### M4 wires

Supply wires on this layer in grey. Cells faint in the background.
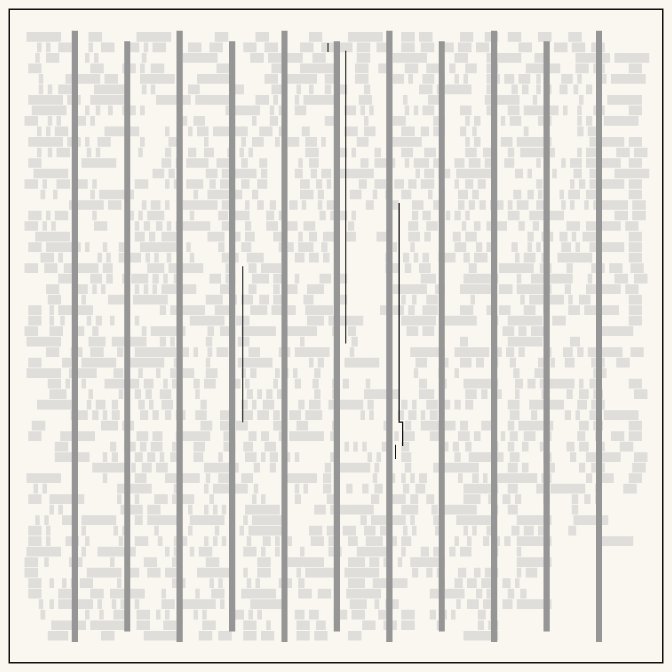
### Cell outlines without signal wires

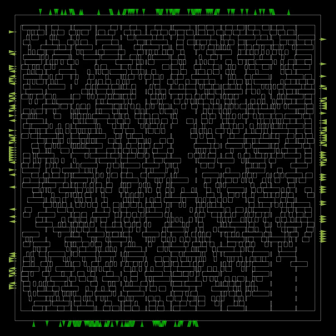
==> config.mk <==
export PLATFORM = sky130hd
export DESIGN_NAME = sdr_app_traffic_gen
export DESIGN_NICKNAME = d
export VERILOG_FILES = /design/src/rtl/sdr_app_traffic_gen.sv
export SDC_FILE = /design/constraint.sdc
export NUM_CORES = 1
export LEC_CHECK = 0
export CELL_PAD_IN_SITES_DETAIL_PLACEMENT = 1
export CELL_PAD_IN_SITES_GLOBAL_PLACEMENT = 2
export CORE_MARGIN = 3
export CORE_UTILIZATION = 34
export CTS_BUF_LIST = sky130_fd_sc_hd__clkbuf_2
export DETAILED_ROUTE_END_ITERATION = 16
export GPL_TIMING_DRIVEN = 0
export PLACE_DENSITY_LB_ADDON = 0.2
export SLEW_MARGIN = 20
export SYNTH_ARGS = -nofsm -noshare
export SYNTH_HDL_FRONTEND = slang
export SYNTH_SLANG_ARGS = --single-unit
==> constraint.sdc <==
create_clock -name sdram_clk -period 7.86 [get_ports sdram_clk]
set_input_delay 1.572 -clock sdram_clk [delete_from_list [all_inputs] [get_ports sdram_clk]]
set_output_delay 1.572 -clock sdram_clk [all_outputs]
set_load 0.01 [all_outputs]
==> results.json <==
{
  "status": "finished clean",
  "clock-sinks": 154,
  "hold_buffers": 0,
  "r2r_setup_slack_ps": 1410,
  "synth-xor-area-share_pct": 9.62,
  "path_depth": 24,
  "reg2reg_depth": 26,
  "ys_sh_adder_pct": 4.33,
  "crit_path_top_delay_cell": "buf_1",
  "cts_tree": "built",
  "cp_max_fo": 10,
  "antenna_found_initial": 1,
  "holdWs_ps": 510,
  "period_minus_slack_ps": 6930,
  "area_delta_synth_final_pct": 30.6,
  "synth_cells": 1023,
  "critical_path.top_delay_family": "buffers and inverters",
  "core_sq_um": 25600,
  "die_h_um": 169,
  "postSynthSeqShare_pct": 42.8,
  "hp-class": "reg -> reg",
  "avgViaCountPerCell": 5.16,
  "crit_top_cell": "clkbuf_1",
  "synth.cellmix.simpleShare_pct": 23.2,
  "ys.flops": 154,
  "slew_headroom_pct": 35.9,
  "power.static_leakage_nw": 5.04,
  "avgSynthCellArea_sq_um": 8.81,
  "design_power_total_mw": 4.19,
  "nNetsFinal": 1383,
  "num_io_pins": 202,
  "ys_top_logic_family": "simple AND/OR/NAND/NOR gates",
  "syn_area_sq_um": 9010,
  "start_kind": "input pin",
  "clock.fmax_ghz": 0.144,
  "path_clk_slew_ps": 260,
  "die_w_um": 169,
  "async_reset_ff_share_pct": 100,
  "cts_buffer_depth": 2,
  "cp_cell_sequence": "clkdlybuf4s50_1, and3_1, buf_4, buf_2, clkbuf_1, buf_1, clkbuf_1, nand2_1, nand2_1, ha_1, inv_1, fa_1, nor2b_1, o21ai_0, a21boi_0, o21ai_0, a21boi_0, o21a_1, o311ai_2, buf_4, or2_2, clkbuf_1, nor3_1, xor2_1",
  "rsz0062_at_grt": "no",
  "clk_latency_ps": 770,
  "dp_hpwl_um": 21600,
  "pwr_density_cell_nw_per_um2": 356,
  "max_stage_delay_ps": 590
}
About 'M4 wires':
longest straight run	75.5 um
nets with wire on the layer	3
share of all routed wire	0.64%
wire length on this layer	185 um
main direction	vertical
final WL: 28,700 um
via count: 8,187

About 'Cell outlines without signal wires':
# fillers: 3,016
Post-Layout Cell Count: 1,588
Flop Count: 154

cells in the mapped netlist, types with 7 or more instances:
master | n | area, sq um
and3_1 | 18 | 113
and2_1 | 8 | 50.1
clkbuf_1 | 25 | 93.8
nand2_1 | 231 | 867
o31ai_1 | 8 | 60.1
nand2b_1 | 25 | 156
a21o_1 | 12 | 90.1
o211ai_1 | 15 | 113
xor2_1 | 28 | 245
o311ai_1 | 7 | 61.3
ha_1 | 28 | 350
inv_1 | 29 | 109
a21oi_1 | 25 | 125
xnor2_1 | 71 | 622
mux2i_1 | 17 | 170
nor3_1 | 25 | 125
o21ai_0 | 68 | 340
dfrtp_1 | 153 | 3830
nor2_1 | 57 | 214
nand3_1 | 52 | 260
final cells by class:
class	count	area [sq um]
antenna	1	2.50
buffer	39	183
clock buffer	18	90.1
clock inverter	13	193
fill	3016	13800
inverter	29	109
multi-input combinational	801	4870
sequential	154	3850
tap	330	413
timing repair buffer	203	2050
layer usage:
layer | up-vias | wire length (um) | share of wire [%] | GRT usage, %
li1 | 3991 | - | - | -
met3 | 13 | 1110 | 3.9 | 3.39
met2 | 146 | 14200 | 50 | 34.5
met1 | 4037 | 13200 | 46 | 27.2
met4 | 0 | 184 | 0.64 | 3.84
met5 | - | 0 | 0 | 0
power by group:
part,total [mW],internal (mW),switching (mW)
Clock,0.539,0.213,0.326
Combinational,2.22,1.04,1.18
Sequential,1.43,1.11,0.315
stage by stage:
step	instances	utilization (%)	setup TNS (ps)
floorplan	1023	-	0
global placement	1554	44.6	-248550
detailed placement	1556	44.8	0
CTS	1587	45.9	0
global route	1588	45.9	0
finish	1588	45.9	0
worst min-delay path, delay by kind of cell, from the launching register on:
family | cells | cell delay [ps]
DFF | 1 | 400
and+or+nand+nor | 2 | 100
Power figures rest on the tool's default switching activity, not on a simulated workload.
